<file path="config.mk">
export PLATFORM = sky130hd
export DESIGN_NAME = exc_controller_flat
export DESIGN_NICKNAME = d
export VERILOG_FILES = /design/src/rtl/exc_pkg.sv /design/src/rtl/exc_controller_if.sv /design/src/rtl/exc_controller_flush_timer.sv /design/src/rtl/exc_controller.sv /design/src/flat_wrapper.sv
export SDC_FILE = /design/constraint.sdc
export NUM_CORES = 1
export LEC_CHECK = 0
export ABC_AREA = 1
export CELL_PAD_IN_SITES_DETAIL_PLACEMENT = 2
export CELL_PAD_IN_SITES_GLOBAL_PLACEMENT = 2
export CORE_MARGIN = 2
export CORE_UTILIZATION = 27
export CTS_BUF_LIST = sky130_fd_sc_hd__clkbuf_8 sky130_fd_sc_hd__clkbuf_16
export CTS_CLUSTER_DIAMETER = 60
export DETAILED_ROUTE_END_ITERATION = 8
export MAX_ROUTING_LAYER = met4
export PLACE_DENSITY = 0.9
export SLEW_MARGIN = 30
export SYNTH_ARGS = -nofsm -noshare
export SYNTH_HDL_FRONTEND = slang
export SYNTH_SLANG_ARGS = --single-unit
</file>
<file path="constraint.sdc">
create_clock -name clk -period 4.6 [get_ports clk]
set_input_delay 1.15 -clock clk [delete_from_list [all_inputs] [get_ports clk]]
set_output_delay 1.15 -clock clk [all_outputs]
set_load 0.1 [all_outputs]
</file>
<file path="src/rtl/exc_pkg.sv">
// Shared types and constants for the LEGv8 exception sequencer.
package exc_pkg;

  // Sequencer states.
  typedef enum logic [1:0] {
    IDLE      = 2'd0,
    FLUSH_EXC = 2'd1,
    HANDLER   = 2'd2,
    FLUSH_RET = 2'd3
  } exc_state_t;

  // Exception syndrome codes reported on ESR.
  localparam logic [3:0] ESR_NONE   = 4'b0000;
  localparam logic [3:0] ESR_IRQ    = 4'b0001;
  localparam logic [3:0] ESR_INVOP  = 4'b0010;
  localparam logic [3:0] ESR_DFAULT = 4'b1111;

  // Default handler entry address.
  localparam logic [63:0] EXC_VECTOR_DEFAULT = 64'h00000000000000D8;

endpackage

</file>
<file path="src/rtl/exc_controller_if.sv">
// Commit-point / PC-select interface of the exception sequencer.
// slave: the sequencer; master: the commit stage and PC mux side.
interface exc_controller_if #(
  parameter int N = 64
);
  logic         CommitValid;
  logic [N-1:0] CommitPC;
  logic         InvOp;
  logic         ERet;
  logic         ExtIRQ;
  logic         ExtIAck;
  logic         PcRedirect;
  logic [N-1:0] PcTarget;
  logic         Flush;
  logic [N-1:0] ELR;
  logic [3:0]   ESR;
  logic         InHandler;

  modport slave (
    input  CommitValid, CommitPC, InvOp, ERet, ExtIRQ,
    output ExtIAck, PcRedirect, PcTarget, Flush, ELR, ESR, InHandler
  );

  modport master (
    output CommitValid, CommitPC, InvOp, ERet, ExtIRQ,
    input  ExtIAck, PcRedirect, PcTarget, Flush, ELR, ESR, InHandler
  );
endinterface

</file>
<file path="src/rtl/exc_controller_flush_timer.sv">
// Loadable down-counter: holds flush high for FLUSH_CYCLES cycles after a
// load and flags the last flush cycle with done.
module flush_timer #(
  parameter int FLUSH_CYCLES = 3
) (
  input  logic clk,
  input  logic reset,
  input  logic load,
  output logic flush,
  output logic done
);
  logic [3:0] cnt;

  // done marks the final cycle of the flush window.
  assign done = flush && (cnt == 4'd0);

  // Count register: load starts a new window, otherwise count down to zero.
  always_ff @(posedge clk) begin
    // NOTE: state registers use non-blocking assignments so every flop
    // samples the pre-edge values, regardless of statement order.
    if (reset) begin
      cnt   <= 4'd0;
      flush <= 1'b0;
    end else if (load) begin
      cnt   <= 4'(FLUSH_CYCLES - 1);
      flush <= 1'b1;
    end else if (done) begin
      flush <= 1'b0;
    end else if (flush) begin
      cnt <= cnt - 4'd1;
    end
  end
endmodule

</file>
<file path="src/rtl/exc_controller.sv">
// Exception sequencer: captures ELR/ESR at the commit point, redirects the
// PC to the handler or back to ELR, and holds a fixed-length pipeline flush.
// Optional: define EXC_STATS_EN to add the saturating ExcCount output.
module exc_controller
  import exc_pkg::*;
#(
  parameter int           N            = 64,
  parameter logic [N-1:0] EXC_VECTOR   = N'(EXC_VECTOR_DEFAULT),
  parameter int           FLUSH_CYCLES = 3
) (
  input  logic             clk,
  input  logic             reset,
  exc_controller_if.slave  bus
`ifdef EXC_STATS_EN
  ,
  output logic [15:0]      ExcCount
`endif
);
  exc_state_t   state, state_next;
  logic         timer_load, timer_done;
  logic         redirect_next, iack_next, inh_next, exc_entry;
  logic [N-1:0] target_next, elr_next;
  logic [3:0]   esr_next;

  flush_timer #(.FLUSH_CYCLES(FLUSH_CYCLES)) u_flush_timer (
    .clk   (clk),
    .reset (reset),
    .load  (timer_load),
    .flush (bus.Flush),
    .done  (timer_done)
  );

  // State register.
  always_ff @(posedge clk) begin
    if (reset) state <= IDLE;
    else       state <= state_next;
  end

  // Next-state and next-output decode from the commit-point events.
  always_comb begin
    // NOTE: every signal gets a default before the case so no path leaves
    // one unassigned, which would otherwise infer a latch.
    state_next    = state;
    timer_load    = 1'b0;
    redirect_next = 1'b0;
    iack_next     = 1'b0;
    exc_entry     = 1'b0;
    inh_next      = bus.InHandler;
    target_next   = bus.PcTarget;
    elr_next      = bus.ELR;
    esr_next      = bus.ESR;

    unique case (state)
      IDLE: begin
        if (bus.CommitValid && (bus.InvOp || bus.ExtIRQ)) begin
          state_next    = FLUSH_EXC;
          timer_load    = 1'b1;
          redirect_next = 1'b1;
          exc_entry     = 1'b1;
          target_next   = EXC_VECTOR;
          if (bus.InvOp) begin
            elr_next = bus.CommitPC;
            esr_next = ESR_INVOP;
          end else begin
            // The interrupted instruction completes; resume after it.
            elr_next = bus.CommitPC + N'(4);
            esr_next = ESR_IRQ;
          end
        end
      end

      FLUSH_EXC: begin
        if (timer_done) begin
          state_next = HANDLER;
          inh_next   = 1'b1;
          iack_next  = (bus.ESR == ESR_IRQ);
        end
      end

      HANDLER: begin
        if (bus.CommitValid && bus.InvOp) begin
          // Double fault: keep the original ELR so the return still works.
          state_next    = FLUSH_EXC;
          timer_load    = 1'b1;
          redirect_next = 1'b1;
          exc_entry     = 1'b1;
          target_next   = EXC_VECTOR;
          esr_next      = ESR_DFAULT;
        end else if (bus.CommitValid && bus.ERet) begin
          state_next    = FLUSH_RET;
          timer_load    = 1'b1;
          redirect_next = 1'b1;
          target_next   = bus.ELR;
          inh_next      = 1'b0;
        end
      end

      FLUSH_RET: begin
        if (timer_done) state_next = IDLE;
      end

      default: state_next = IDLE;
    endcase
  end

  // Registered outputs and the ELR/ESR architectural registers.
  always_ff @(posedge clk) begin
    if (reset) begin
      bus.PcRedirect <= 1'b0;
      bus.PcTarget   <= '0;
      bus.ExtIAck    <= 1'b0;
      bus.InHandler  <= 1'b0;
      bus.ELR        <= '0;
      bus.ESR        <= ESR_NONE;
    end else begin
      bus.PcRedirect <= redirect_next;
      bus.PcTarget   <= target_next;
      bus.ExtIAck    <= iack_next;
      bus.InHandler  <= inh_next;
      bus.ELR        <= elr_next;
      bus.ESR        <= esr_next;
    end
  end

`ifdef EXC_STATS_EN
  // Saturating count of exception entries, double faults included.
  always_ff @(posedge clk) begin
    if (reset)                              ExcCount <= 16'd0;
    else if (exc_entry && ExcCount != 16'hFFFF) ExcCount <= ExcCount + 16'd1;
  end
`endif

endmodule

</file>
<file path="src/flat_wrapper.sv">
// flat-port wrapper written by rule: the top's interface ports become plain ports
module exc_controller_flat import exc_pkg::*;
#(
  parameter int           N            = 64,
  parameter logic [N-1:0] EXC_VECTOR   = N'(EXC_VECTOR_DEFAULT),
  parameter int           FLUSH_CYCLES = 3
)
  (clk, reset, bus_CommitValid, bus_CommitPC, bus_InvOp, bus_ERet, bus_ExtIRQ, bus_ExtIAck, bus_PcRedirect, bus_PcTarget, bus_Flush, bus_ELR, bus_ESR, bus_InHandler);
  exc_controller_if #(.N(N)) bus_i ();
  input  logic clk;
  input  logic reset;
  input wire logic [$bits(bus_i.CommitValid)-1:0] bus_CommitValid;
  input wire logic [$bits(bus_i.CommitPC)-1:0] bus_CommitPC;
  input wire logic [$bits(bus_i.InvOp)-1:0] bus_InvOp;
  input wire logic [$bits(bus_i.ERet)-1:0] bus_ERet;
  input wire logic [$bits(bus_i.ExtIRQ)-1:0] bus_ExtIRQ;
  output wire logic [$bits(bus_i.ExtIAck)-1:0] bus_ExtIAck;
  output wire logic [$bits(bus_i.PcRedirect)-1:0] bus_PcRedirect;
  output wire logic [$bits(bus_i.PcTarget)-1:0] bus_PcTarget;
  output wire logic [$bits(bus_i.Flush)-1:0] bus_Flush;
  output wire logic [$bits(bus_i.ELR)-1:0] bus_ELR;
  output wire logic [$bits(bus_i.ESR)-1:0] bus_ESR;
  output wire logic [$bits(bus_i.InHandler)-1:0] bus_InHandler;
  assign bus_i.CommitValid = bus_CommitValid;
  assign bus_i.CommitPC = bus_CommitPC;
  assign bus_i.InvOp = bus_InvOp;
  assign bus_i.ERet = bus_ERet;
  assign bus_i.ExtIRQ = bus_ExtIRQ;
  assign bus_ExtIAck = bus_i.ExtIAck;
  assign bus_PcRedirect = bus_i.PcRedirect;
  assign bus_PcTarget = bus_i.PcTarget;
  assign bus_Flush = bus_i.Flush;
  assign bus_ELR = bus_i.ELR;
  assign bus_ESR = bus_i.ESR;
  assign bus_InHandler = bus_i.InHandler;
  exc_controller #(.N(N), .EXC_VECTOR(EXC_VECTOR), .FLUSH_CYCLES(FLUSH_CYCLES)) u_core (.clk(clk), .reset(reset), .bus(bus_i));
endmodule
</file>
==> reports/metrics.yaml, run 1 <==
outcome:
  outcome: "completed"
final_timing:
  relSlewSlack: 0.3030
  finalCritPeriodShare: 0.7111
  fin_crit_ns: 3.271
  setup-violations-final: 0
  worst_slack_ns: 1.329
grt:
  grt_max_degree: 71
placed_design:
  post-place-ws_ns: 0.9073
  dpl.cell_count: 1596
floorplanning:
  coreArea_um2: 26730
layout:
  instances_no_fill: 1632
  fin_area_um2: 10260
  dominant-cell-class: "combinational gates"
  drive_above_1_share: 0.06216
  n_clock_buffer: 18
power:
  power.density_nw_per_um2: 578.9
  switchingPower_mw: 3.047
flow_run:
  drv_cap: 0
logic_synthesis:
  synth_seq_share: 0.3871
clock_tree:
  path_clk_slew_ns: 0.06
setup_path:
  worstPathRequired_ns: 3.45
[run 1: per-layer routing]
metal,global-route usage,vias up,share of wire
met1,0.3156,4227,0.44
met4,0.07759,0,0.024
met5,-,-,0
met2,0.4514,223,0.50
met3,0.03832,51,0.033
li1,-,3904,-
[run 1: final timing paths]
path	start	slack [ns]	endpoint
setup / recovery	u_core.bus.ELR[51]	1.33	bus_ELR[51]
hold reg to reg	u_core.u_flush_timer.cnt[0]	0.48	u_core.u_flush_timer.cnt[0]
hold / removal	u_core.u_flush_timer.cnt[0]	0.48	u_core.u_flush_timer.cnt[0]
setup reg to reg	u_core.state[0]	2.57	u_core.bus.ELR[23]
[run 1: power by group through the flow]
stage               Combinational [mW]  Sequential (mW)  Clock (mW)
floorplan                        0.673             2.97           0
global placement                  2.73             1.65           0
detailed placement                2.79             1.66           0
CTS                               2.82             1.64        1.50
global route                      2.95             1.66        1.55
finish                            2.82             1.64        1.48
[run 1: state kept, by name, summed over array words and instances, names as in the netlist]
name / count
u_core.bus.ELR: 64
u_core.bus.ESR: 3
u_core.bus.ExtIAck: 1
u_core.bus.InHandler: 1
u_core.bus.PcRedirect: 1
u_core.bus.PcTarget: 64
u_core.state: 2
u_core.u_flush_timer.cnt: 4
u_core.u_flush_timer.flush: 1
[run 1: placed cells by master (no fill, tap or decap), types with 4 or more instances in the layout]
master	synthesis	final
diode_2	0	4
inv_2	6	8
clkdlybuf4s50_1	0	204
clkinv_4	0	4
o21bai_1	5	5
a21oi_1	56	56
dfxtp_1	141	141
o31ai_1	8	8
nand3b_1	14	14
nand4_1	10	10
nor2_1	130	130
nand2_2	9	10
nor2_2	4	4
xnor2_1	11	11
nand3_1	115	115
o21ai_0	88	88
inv_1	112	112
nand2_1	249	248
o21ai_1	24	24
nor2_4	6	6
o31ai_2	8	8
clkbuf_16	0	17
xor2_1	17	17
buf_4	1	8
nor3_1	7	7
[run 1: synthesized netlist by cell type]
cell	n	area, um^2
a21boi_0	1	7.510
inv_2	6	22.52
nand2_1	249	934.7
o31ai_1	8	60.06
o211a_1	1	10.01
o211ai_1	3	22.52
xor2_1	17	148.9
ha_1	3	37.54
nor3b_1	1	7.510
nand3b_1	14	105.1
nand3_2	1	10.01
buf_6	2	22.52
o21bai_1	5	37.54
a21oi_1	56	280.3
xnor2_1	11	96.34
buf_4	1	7.510
or2_0	1	6.260
inv_1	112	420.4
o31ai_2	8	100.1
nor2_4	6	67.56
o311ai_0	1	8.760
nand3_1	115	575.6
nand3_4	1	17.52
nand4_1	10	62.56
nor4_1	1	6.260
clkinv_1	1	3.750
and2_1	1	6.260
buf_1	2	7.510
nor3_1	7	35.03
or2_2	1	6.260
a31oi_1	3	18.77
nor2_1	130	488.0
o21ai_0	88	440.4
buf_2	17	85.08
o21ai_1	24	120.1
nor2_2	4	25.02
dfxtp_1	141	2823
nand2_2	9	56.30
clkbuf_1	27	101.4
[run 1: cells by family after synthesis]
group                      after synthesis  synth area share
and+or+nand+nor                        551            0.3305
adders and majority gates                3          0.005148
AOI/OAI and AO/OA                      198            0.1517
xor gates and xnor gates                28           0.03363
DFF                                    141            0.3871
buffers and inverters                  168           0.09197
### Ports around the boundary, run 1

Drawn at 3 px/um. Pins as bars across the die edge, other pins in gray.
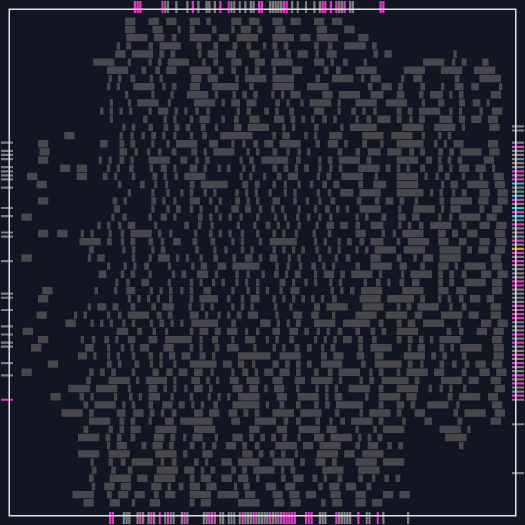
port	color	pins	direction	edge
`bus_Flush`	orange	1	output	right
`bus_ELR`	magenta	64	output	24 bottom, 21 right, 18 top, 1 left
`bus_ESR`	cyan	4	output	right
I/O Buffers: 205
Die Y: 168.3 um
Die W: 168.3 um

### I/O nets highlighted, run 1

Drawn at 1.5 px/um.
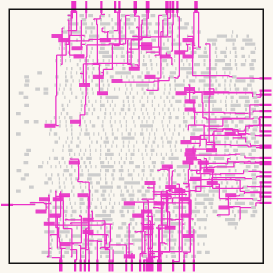
port	color	bits	direction	edge	end cells	buffers	wire
`bus_ELR`	magenta	64	output	24 bottom, 21 right, 18 top, 1 left	64	64	4000 um

### Wiring by layer, run 1

Drawn at 1.5 px/um. Only two layers are drawn.
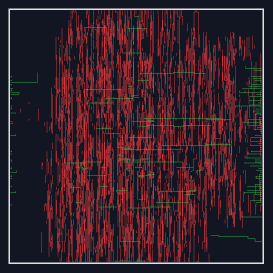
layer	color	wire length
met2	red	18000 um
met3	green	1210 um
Vias: 8405
final WL: 36.11 mm
DR WL/cell: 22.13 um
gr usage total: 0.2612

### Cell placement, run 1

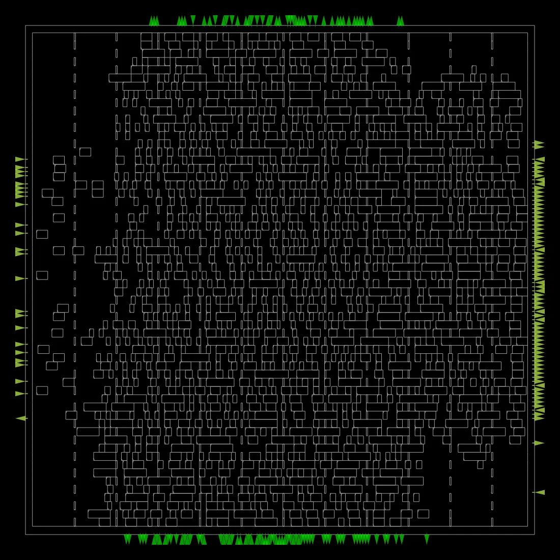

## Run 2: what changed since run 1
CORE_UTILIZATION = 25   (was 27)
PLACE_DENSITY = 0.84   (was 0.9)
clock period = 3.1 ns   (was 4.6 ns; I/O delays follow)
### Cell placement, run 2

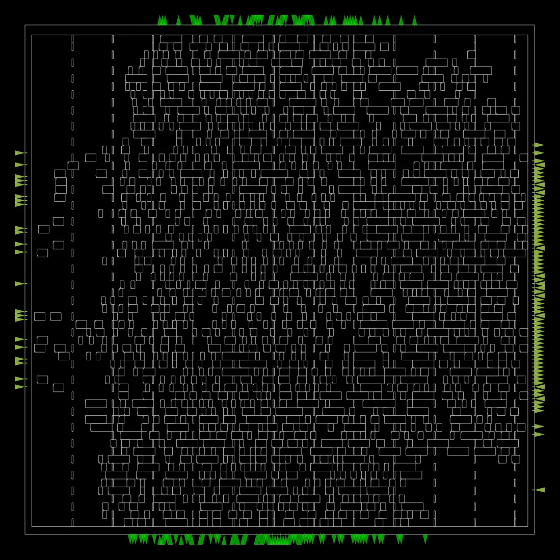
Taps Inserted: 384
fillers: 3400

==> reports/metrics.yaml, run 2 <==
grt:
  grt_max_degree: 61
  gr-usage-met3: 0.03285
  grt_use_met1: 0.2922
  grtUsageTotal: 0.2375
  use_met2: 0.4135
final_timing:
  setup-violations-final: 0
  relSlewSlack: 0.6751
  fin_crit_ns: 2.639
  finalCritPeriodShare: 0.8514
floorplanning:
  coreArea_um2: 28700
  die_h_um: 174.8
  dieWidth_um: 174.8
logic_synthesis:
  top_logic_kind: "simple AND/OR/NAND/NOR gates"
  ff_type: "dfxtp_1"
  synthTopCellsByCount: "249 x nand2_1, 141 x dfxtp_1, 130 x nor2_1"
  ys_async_sr_fraction: 0
  yosys.area_share.xor_xnor: 0.03363
  synth_simple_gate_area_share: 0.3305
  synthMuxAreaShare: 0
  area_leaders: "dfxtp_1 39%, nand2_1 13%, nand3_1 7.9%, nor2_1 6.7%, o21ai_0 6.0%"
  top_area_cell: "dfxtp_1"
layout:
  lay_top_cells: "248 x nand2_1, 169 x buf_4, 141 x dfxtp_1"
  fin_area_um2: 10230
  drive_above_1_share: 0.1869
route:
  via_count: 8283
setup_path:
  worstPathRequired_ns: 3.43
clock_tree:
  path_clk_slew_ns: 0.07
flow_run:
  drv_cap: 0
outcome:
  outcome: "completed"
run 2: cell count changes in the layout (fill, tap and decap cells not counted), sizes merged:
cell           previous run  this run
clkbuf                   18        17
buf                      11       175
inv                     122       126
clkdlybuf4s50           204        69
diode                     4         1
bufinv                    3         1
clkinvlp                  1         0
run 2: metrics by stage:
| step | utilization | total power, mW | hold WS [ns] | setup WS, ns |
|---|---|---|---|---|
| after floorplan | - | 5.401 | 0.4392 | 0.9339 |
| after global placement | 0.3356 | 6.528 | 0.4551 | 0.1233 |
| after detailed placement | 0.3356 | 6.621 | 0.4673 | -0.02525 |
| after CTS | 0.3564 | 8.800 | 0.4799 | 0.4232 |
| after global routing | 0.3565 | 9.110 | 0.5002 | 0.1878 |
| final | 0.3565 | 8.736 | 0.4772 | 0.4607 |
run 2: critical path: stages:
cell and delay [ns]:
clkdlybuf4s50_1 0.58, nand2_1 0.13, nor2_1 0.31, nand2_1 0.14, nor2_1 0.28, nand2_1 0.10, nor2_1 0.31, nand2_1 0.10
nand2_1 0.08, nand3_1 0.07, nand2_1 0.06, inv_1 0.03
run 2: cells by family (layout without fill, tap and decap cells):
| family | Yosys count | after routing |
|---|---|---|
| compound gates | 198 | 198 |
| xor+xnor | 28 | 28 |
| fa+ha+maj | 3 | 3 |
| buf+inv | 168 | 395 |
| flops | 141 | 141 |
| other cells | 0 | 1 |
| simple gates | 551 | 551 |
run 2: layer usage:
metal / vias to the layer above / share of wire
met3: 35 / 0.037
met2: 197 / 0.50
met5: - / 0
li1: 3967 / -
met1: 4084 / 0.45
met4: 0 / 0.016
run 2: final cells by class:
type                    instances  area [um^2]
fillers                      3400        18470
multi-input cells             780         3801
flip-flops and latches        141         2823
repair buffers                244         2079
well taps                     384        480.5
inverters                     119        447.9
clock buffers                  17        425.4
clock inverters                15        171.4
diodes                          1        2.502
run 2: report_power, final:
part / total [mW] / switching, mW / internal (mW)
combinational: 4.17 / 3.30 / 0.870
clock: 2.15 / 0.993 / 1.16
sequential: 2.41 / 0.283 / 2.13
run 2: path summary, 6_finish.rpt:
check / from / endpoint / slack [ns]
max reg2reg: u_core.state[1] / u_core.state[1] / 1.46
max: bus_CommitPC[31] / u_core.bus.ELR[59] / 0.46
min: u_core.u_flush_timer.cnt[0] / u_core.u_flush_timer.cnt[0] / 0.48
min reg2reg: u_core.u_flush_timer.cnt[0] / u_core.u_flush_timer.cnt[0] / 0.48
### Ports around the boundary, run 2

Drawn at 3 px/um. Pins as bars across the die edge, other pins in gray.
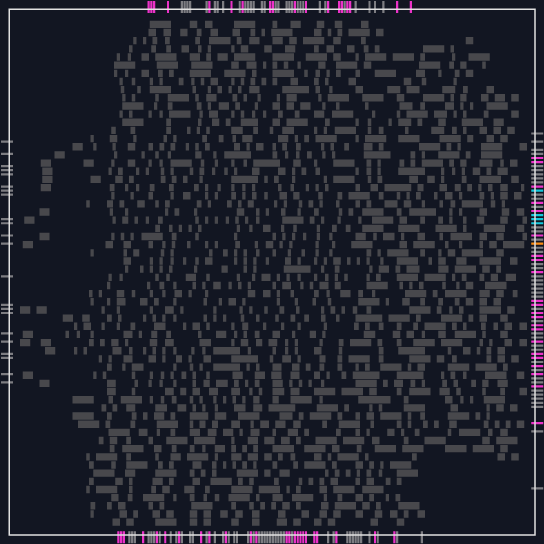

## Run 3: what changed since run 2
CORE_UTILIZATION = 27   (was 25)
PLACE_DENSITY = 0.9   (was 0.84)
clock period = 3.2 ns   (was 3.1 ns; I/O delays follow)
### Ports around the boundary, run 3

Drawn at 3 px/um. Pins as bars across the die edge, other pins in gray.
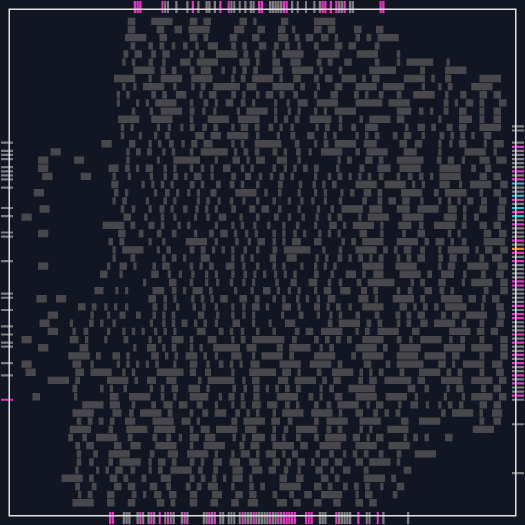
port	color	pins	direction	edge
`bus_Flush`	orange	1	output	right
`bus_ESR`	cyan	4	output	right
`bus_ELR`	magenta	64	output	24 bottom, 21 right, 18 top, 1 left
all pins by edge	68 right, 68 bottom, 46 top, 24 left

==> reports/metrics.yaml, run 3 <==
outcome:
  outcome: "completed"
logic_synthesis:
  top_area_cell: "dfxtp_1"
  synthTopCellsByCount: "249 x nand2_1, 141 x dfxtp_1, 130 x nor2_1"
  synthMuxAreaShare: 0
  top_logic_kind: "simple AND/OR/NAND/NOR gates"
  synth_seq_share: 0.3871
  synth_simple_gate_area_share: 0.3305
  yosys.area_share.xor_xnor: 0.03363
  synth.most_common_cell: "nand2_1"
  edf_count: 0
  ys_async_sr_fraction: 0
  ys_sh_aoi: 0.1517
  area_leaders: "dfxtp_1 39%, nand2_1 13%, nand3_1 7.9%, nor2_1 6.7%, o21ai_0 6.0%"
  synth-adder-area-share: 0.005148
final_timing:
  setup-violations-final: 0
  hold-worst-slack_ns: 0.4812
  finalCritPeriodShare: 0.8996
  relSlewSlack: 0.6830
  worst_slack_ns: 0.3212
  fin_crit_ns: 2.879
grt:
  grt_max_degree: 73
  grtUsageTotal: 0.2634
route:
  wl_per_cell_um: 21.94
  via_count: 8411
  postRouteWirelength_mm: 36.16
hold_path:
  worstHoldStart: "u_core.bus.PcTarget[31]"
layout:
  fin_area_um2: 10080
  layout_top_cell: "nand2_1"
  instances_no_fill: 1648
  drive_above_1_share: 0.1792
  final_core_util: 0.3772
  reg_top3: "u_core.bus.ELR x64, u_core.bus.PcTarget x64, u_core.u_flush_timer.cnt x4"
power:
  power.density_nw_per_um2: 831.7
setup_path:
  reg2reg_from: "u_core.state[1]"
  worstPathRequired_ns: 3.53
flow_run:
  drv_cap: 0
clock_tree:
  path_clk_slew_ns: 0.06
floorplanning:
  die_h_um: 168.3
  coreArea_um2: 26730
  dieWidth_um: 168.3
placed_design:
  port_buffers: 205
==> run 3: layer usage <==
layer / wire length, um / vias to the layer above / global-route usage
met2: 18180 / 222 / 0.4604
met4: 1096 / 0 / 0.08583
li1: - / 3947 / -
met5: 0 / - / -
met3: 1455 / 62 / 0.04231
met1: 15430 / 4180 / 0.3089
==> run 3: kinds of logic after synthesis <==
| logic type | Yosys count |
|---|---|
| compound gates | 198 |
| xor+xnor | 28 |
| fa+ha+maj | 3 |
| buf+inv | 168 |
| flops | 141 |
| simple gates | 551 |
==> run 3: final timing paths <==
check,endpoint,slack (ns),cells after the start
worst min register to register,u_core.bus.PcTarget[31],0.48,2
worst max register to register,u_core.bus.PcTarget[14],1.52,7
worst max-delay path,u_core.bus.ELR[45],0.32,11
worst min-delay path,u_core.bus.PcTarget[31],0.48,2
==> run 3: layout make-up <==
cell class	count	area (um^2)
fillers	3158	16640
well taps	341	426.7
diodes	1	2.502
clock inverters	11	97.59
multi-input cells	780	3801
repair buffers	236	2032
flip-flops and latches	141	2823
clock buffers	19	452.9
inverters	119	446.7
==> run 3: where the power goes <==
group	internal [mW]	switching (mW)	leakage, nW
clock	1.10	0.836	0.274
sequential	2.06	0.295	1.15
combinational	0.857	3.23	2.89
==> run 3: worst max-delay path, stage by stage <==
cell and delay, ns:
clkdlybuf4s50_1 0.59, inv_2 0.34, nand2_2 0.12, nor2_4 0.15, nand3_1 0.38, inv_1 0.17, nand3_2 0.20, o21ai_0 0.23
nand3_1 0.11, nand2_1 0.08, inv_1 0.04
Power figures rest on the tool's default switching activity, not on a simulated workload.
